==> config.mk <==
export PLATFORM = sky130hd
export DESIGN_NAME = scan_addr_gen
export DESIGN_NICKNAME = d
export VERILOG_FILES = /design/src/rtl/scan_addr_gen.sv
export SDC_FILE = /design/constraint.sdc
export NUM_CORES = 1
export LEC_CHECK = 0
export ABC_AREA = 1
export CORE_UTILIZATION = 50
export DETAILED_ROUTE_END_ITERATION = 8
export PLACE_DENSITY = 0.81
export SYNTH_ARGS = -nofsm -noshare
export SYNTH_HDL_FRONTEND = slang
export SYNTH_SLANG_ARGS = --single-unit
==> constraint.sdc <==
create_clock -name clk -period 1.4 [get_ports clk]
set_input_delay 0.28 -clock clk [delete_from_list [all_inputs] [get_ports clk]]
set_output_delay 0.28 -clock clk [all_outputs]
set_load 0.02 [all_outputs]
Fig. 1: run 1, cells by drive strength
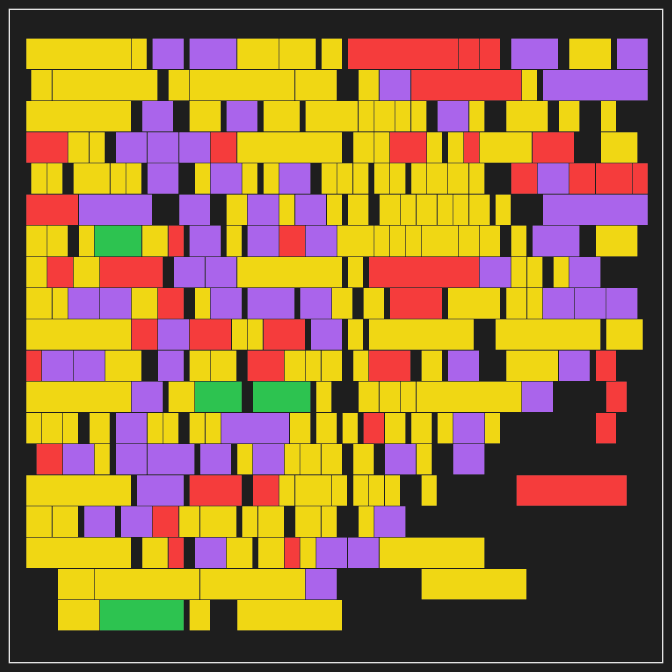
Key: drive 3 to 4 = purple [cells 64, most used buf_4]; drive 6 and up = green [cells 4, most used buf_6]; drive 2 = red [cells 38]; drive 1 or less = yellow [cells 167, most used nand2_1]
Final WS setup: -0.187 ns
Non-clock buffers: 68
area grow syn2layout: 47.7%
final instance area: 0.00222 mm²

Fig. 2: run 1, placed standard cells
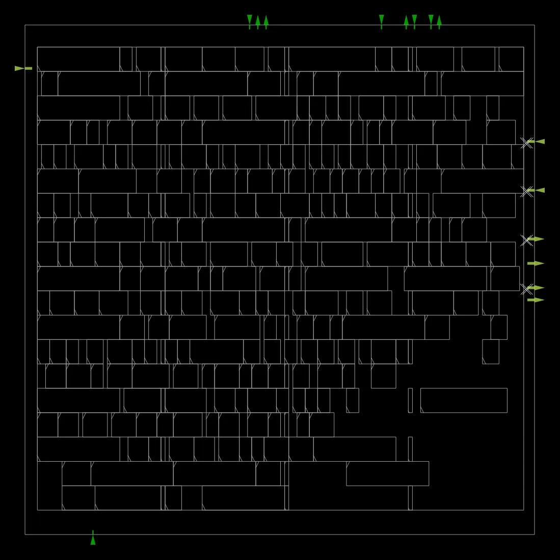
filler instances: 173
core footprint: 0.00281 mm²
Rows: 19
# Taps: 31
fin cells: 304

Fig. 3: run 1, wiring heat map
11 x 11 tiles, from dark blue (low) to red (high), scaled to the fullest tile. Values are wire area over tile area, all layers added.
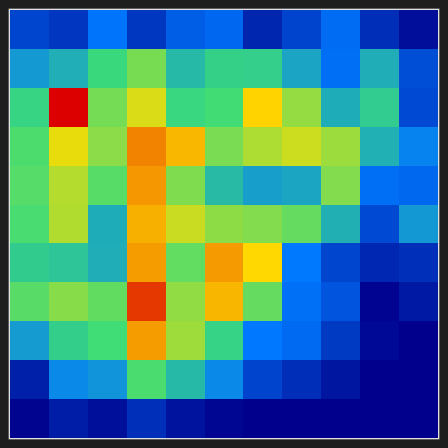
9.9% of the tiles are nearly empty. The mean over all tiles is 0.23. The emptiest ninth of the die: lower right. 36% of the tiles are over half the peak. The fullest tile reaches 0.60.
via count: 1688
DR WL/cell: 15.1 µm
final WL: 4600 µm

==> results.toml, run 1 <==
# implementation run metrics
[run_status]
status = "finished, violations left"
violations = "DRC, setup timing"

[final_timing]
finalClockSkew_ns = 0.00922
holdWs_ns = 0.271
setup_viol = 20
setup_slack_ns = -0.187
final_max_slew_viol_count = 0

[grt]
grt_max_degree = 23
grt-ovfl-total = 0
grt_pass1_vias = 1599

[layout]
drive_gt1_share_pct = 38.8
largest_reg_flops = 16
diodes = 0

[die]
die-area_mm2 = 0.00323

[yosys]
synthAoiAreaFrac_pct = 10.5
logic_family = "simple AND/OR/NAND/NOR gates"
synthTopCellsByArea = "dfrtp_1 (35%), nand2_1 (10%), nand3_1 (7.3%)"
synth.distinct_cells = 29

[drt]
viasPerCell = 5.55
ant_nets = 0
drc_errors = 8

[clock_tree]
clock_path_buffers = 2
ctsHoldBuffers = 0
cts.sink_count = 22
cts_tree = "yes"

[pwr]
worst_ir_drop_vdd_uv = 817
p_leak_nw = 1.08

[flow_run]
maxCapViolations = 0

[setup_path]
startpoint_type = "register"
==> run 1: through the flow <==
stage	utilization (%)	TNS, ns	setup slack [ns]	power, mW	std cells
2_1_floorplan	-	-0.186	-0.0551	1.05	205
3_3_place_gp	74.6	-3.68	-0.414	1.28	296
3_5_place_dp	74.6	-4.46	-0.470	1.30	296
4_1_cts	77.2	-0.692	-0.0896	1.67	302
5_1_grt	79.3	-3.28	-0.256	1.81	304
6_report	79.3	-2.21	-0.187	1.71	304
==> run 1: where the power goes <==
group | total (mW) | internal, mW | leakage (nW) | switching, mW
logic | 0.628 | 0.280 | 0.770 | 0.348
registers | 0.699 | 0.669 | 0.291 | 0.0299
clock network | 0.378 | 0.159 | 0.0210 | 0.219
==> run 1: worst max-delay path, cell delays in order (launching register included) <==
cell and delay (ns):
dfrtp_1 0.40, ha_2 0.23, nand3_2 0.10, nor2_2 0.18, nand2_1 0.09, nand2_2 0.09, buf_4 0.13, nand2_1 0.08
nor2_1 0.13, a21oi_2 0.07
==> run 1: placed cells by master, fill, tap and decap left out, drive strengths merged <==
master	instances
nand2	45
inv	29
o22ai	7
nor3	6
nand3b	1
o21ai	11
a21oi	10
xor2	5
dfrtp	21
dlygate4sd2	4
buf	56
xnor2	1
nand4	7
clkdlybuf4s50	6
nor4	2
a22o	1
nor2	23
clkbuf	6
nand3	23
dfstp	1
ha	7
clkinv	1
==> run 1: layout make-up <==
class                   instances  area [µm²]  area share [%]
multi-input cells             149         938            42.2
flip-flops and latches         22         556            25.0
well taps                      31        38.8            1.74
repair buffers                 68         538            24.2
clock buffers                   4        36.3            1.63
inverters                      30         116            5.23
==> run 1: routing by layer <==
metal | global-route usage [%] | part of all wire [%] | vias to the layer above
li1 | - | - | 818
met1 | 36.8 | 43 | 796
met2 | 47.1 | 49 | 61
met3 | 3.46 | 4.8 | 13
met4 | 10.5 | 2.8 | 0
met5 | 0 | 0 | -
==> run 1: logic make-up after synthesis <==
family,Yosys count
simple gates,107
buf+inv,34
compound gates,29
flops,22
fa+ha+maj,7
xor+xnor,6
==> run 1: repair_timing <==
action | in CTS | in global routing
setup endpoints to repair | 25 | 21
resized | 32 | 14
pin swaps | 5 | 3
buffers inserted | 2 | 2
==> run 1: synth_stat cells (all sizes together) <==
master and n:
nand2 45, inv 29, nand3 23, nor2 23
dfrtp 21, o21ai 11, a21oi 10, ha 7
nand4 7, o22ai 7, nor3 6, xor2 5
buf 3, nor4 2, a22o 1, clkbuf 1
clkinv 1, dfstp 1, nand3b 1, xnor2 1
--- run 2 (diff from run 1) ---
--- a/config.mk
+++ b/config.mk
@@ -7,6 +7,7 @@
 export LEC_CHECK = 0
 export ABC_AREA = 1
 export CORE_UTILIZATION = 50
+export CTS_CLUSTER_DIAMETER = 100
 export DETAILED_ROUTE_END_ITERATION = 8
 export PLACE_DENSITY = 0.81
 export SYNTH_ARGS = -nofsm -noshare
Fig. 4: run 2, wiring heat map
11 x 11 tiles, from dark blue (low) to red (high), scaled to the fullest tile. Values are wire area over tile area, all layers added.
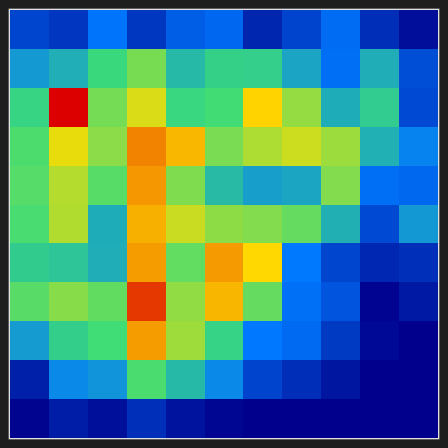
36% of the tiles are over half the peak. The fullest tile reaches 0.60. 9.9% of the tiles are nearly empty.
GRT Resource Usage Total: 28.0%

==> results.toml, run 2 <==
# implementation run metrics
[final_timing]
setup_slack_ns = -0.187
finalClockSkew_ns = 0.00922
setup_viol = 20

[pwr]
pwr-share-comb_pct = 36.8
p_sw_mw = 0.597
p_int_mw = 1.11
clock_power_share_pct = 22.2
finalPower_mw = 1.71

[layout]
layout_top_cell = "buf_4"
drive_gt1_share_pct = 38.8
diodes = 0
fin_cells = 304
utilization_pct = 79.3
largest_reg_flops = 16
syn_to_final_growth_pct = 47.7

[yosys]
synth.distinct_cells = 29
synthFlopType = "dfrtp_1"
edf_count = 0
top_cell = "nand2_1"
async_flop_share_pct = 100
synthTopCellsByArea = "dfrtp_1 (35%), nand2_1 (10%), nand3_1 (7.3%)"

[drt]
viasPerCell = 5.55
drc_errors = 8
drt_wl_total_um = 4600
ant_nets = 0
vias = 1688
avgRoutedWirePerCell_um = 15.1

[setup_path]
cp_num_cells = 9
slowest_delay_ns = 0.40
cpMostUsedCell = "nand2_1"

[run_status]
status = "finished, violations left"
violations = "DRC, setup timing"

[clock_tree]
cts.sink_count = 22
ctsHoldBuffers = 0
clock_path_buffers = 2

[flow_run]
maxCapViolations = 0

[die]
fp-row-count = 19
die-area_mm2 = 0.00323

[placed_design]
preCtsSetupSlack_ns = -0.470

[grt]
grt_pass1_vias = 1599
Fig. 5: run 2, cells by drive strength
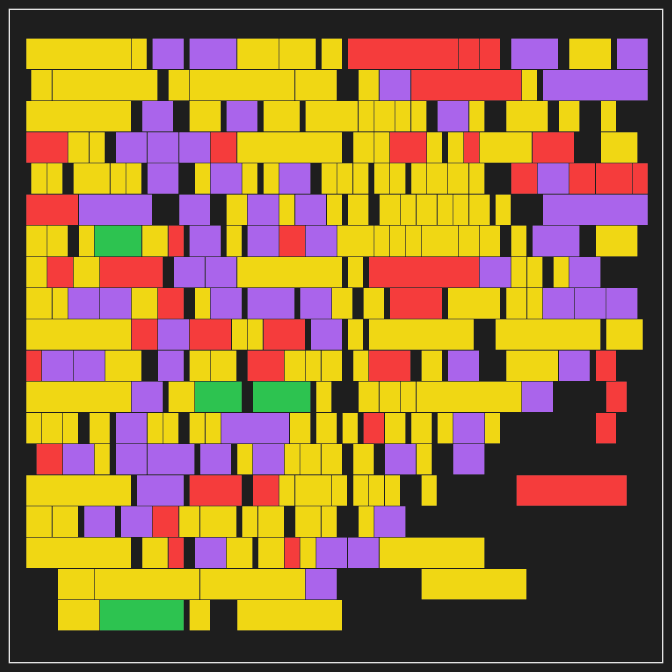
Key: drive 6 and up = green [cells 4, most used buf_6]; drive 3 to 4 = purple [cells 64, most used buf_4]; drive 2 = red [cells 38]; drive 1 or less = yellow [cells 167, most used nand2_1]

-- run 2: cell counts after synthesis --
No cell type changed its count.
-- run 2: repair_timing --
item	in CTS	in global routing
cloned	0	0
buffers inserted	2	2
gates resized	32	14
setup endpoints to repair	25	21
pin swaps	5	3
-- run 2: cell type report --
type / count / area, µm²
multi-input combinational: 149 / 938
fill: 173 / 582
timing repair buffer: 68 / 538
inverter: 30 / 116
tap: 31 / 38.8
clock buffer: 4 / 36.3
sequential: 22 / 556
-- run 2: metal layers --
metal | vias up | global-route usage [%] | wire length [µm]
met5 | - | 0 | 0
met4 | 0 | 10.5 | 127
met3 | 13 | 3.46 | 219
met2 | 61 | 47.1 | 2270
met1 | 796 | 36.8 | 1980
li1 | 818 | - | -
-- run 2: power by group through the flow --
| stage | Sequential, mW | Combinational, mW | Clock, mW |
|---|---|---|---|
| after floorplan | 0.753 | 0.301 | 0 |
| after global placement | 0.712 | 0.570 | 0 |
| after detailed placement | 0.713 | 0.587 | 0 |
| after CTS | 0.701 | 0.590 | 0.378 |
| after global routing | 0.702 | 0.698 | 0.410 |
| final | 0.699 | 0.628 | 0.378 |
-- run 2: cell families (layout without fill, tap and decap cells) --
kind of cell,count (synthesis),count (layout),share of synthesized area [%]
AND-OR/OR-AND,29,29,10.5
XOR/XNOR,6,6,3.49
adder cells (fa/ha/maj),7,7,5.82
buffers and inverters,34,102,9.48
flip-flops,22,22,36.7
AND/OR/NAND/NOR,107,107,34.1
-- run 2: stage by stage --
stage	area (µm²)	hold slack, ns
CTS	2160	0.281
finish	2220	0.271
global placement	2090	0.560
floorplan	1550	-0.0156
global route	2220	0.277
detailed placement	2090	0.561
Power and IR drop assume default switching activity.
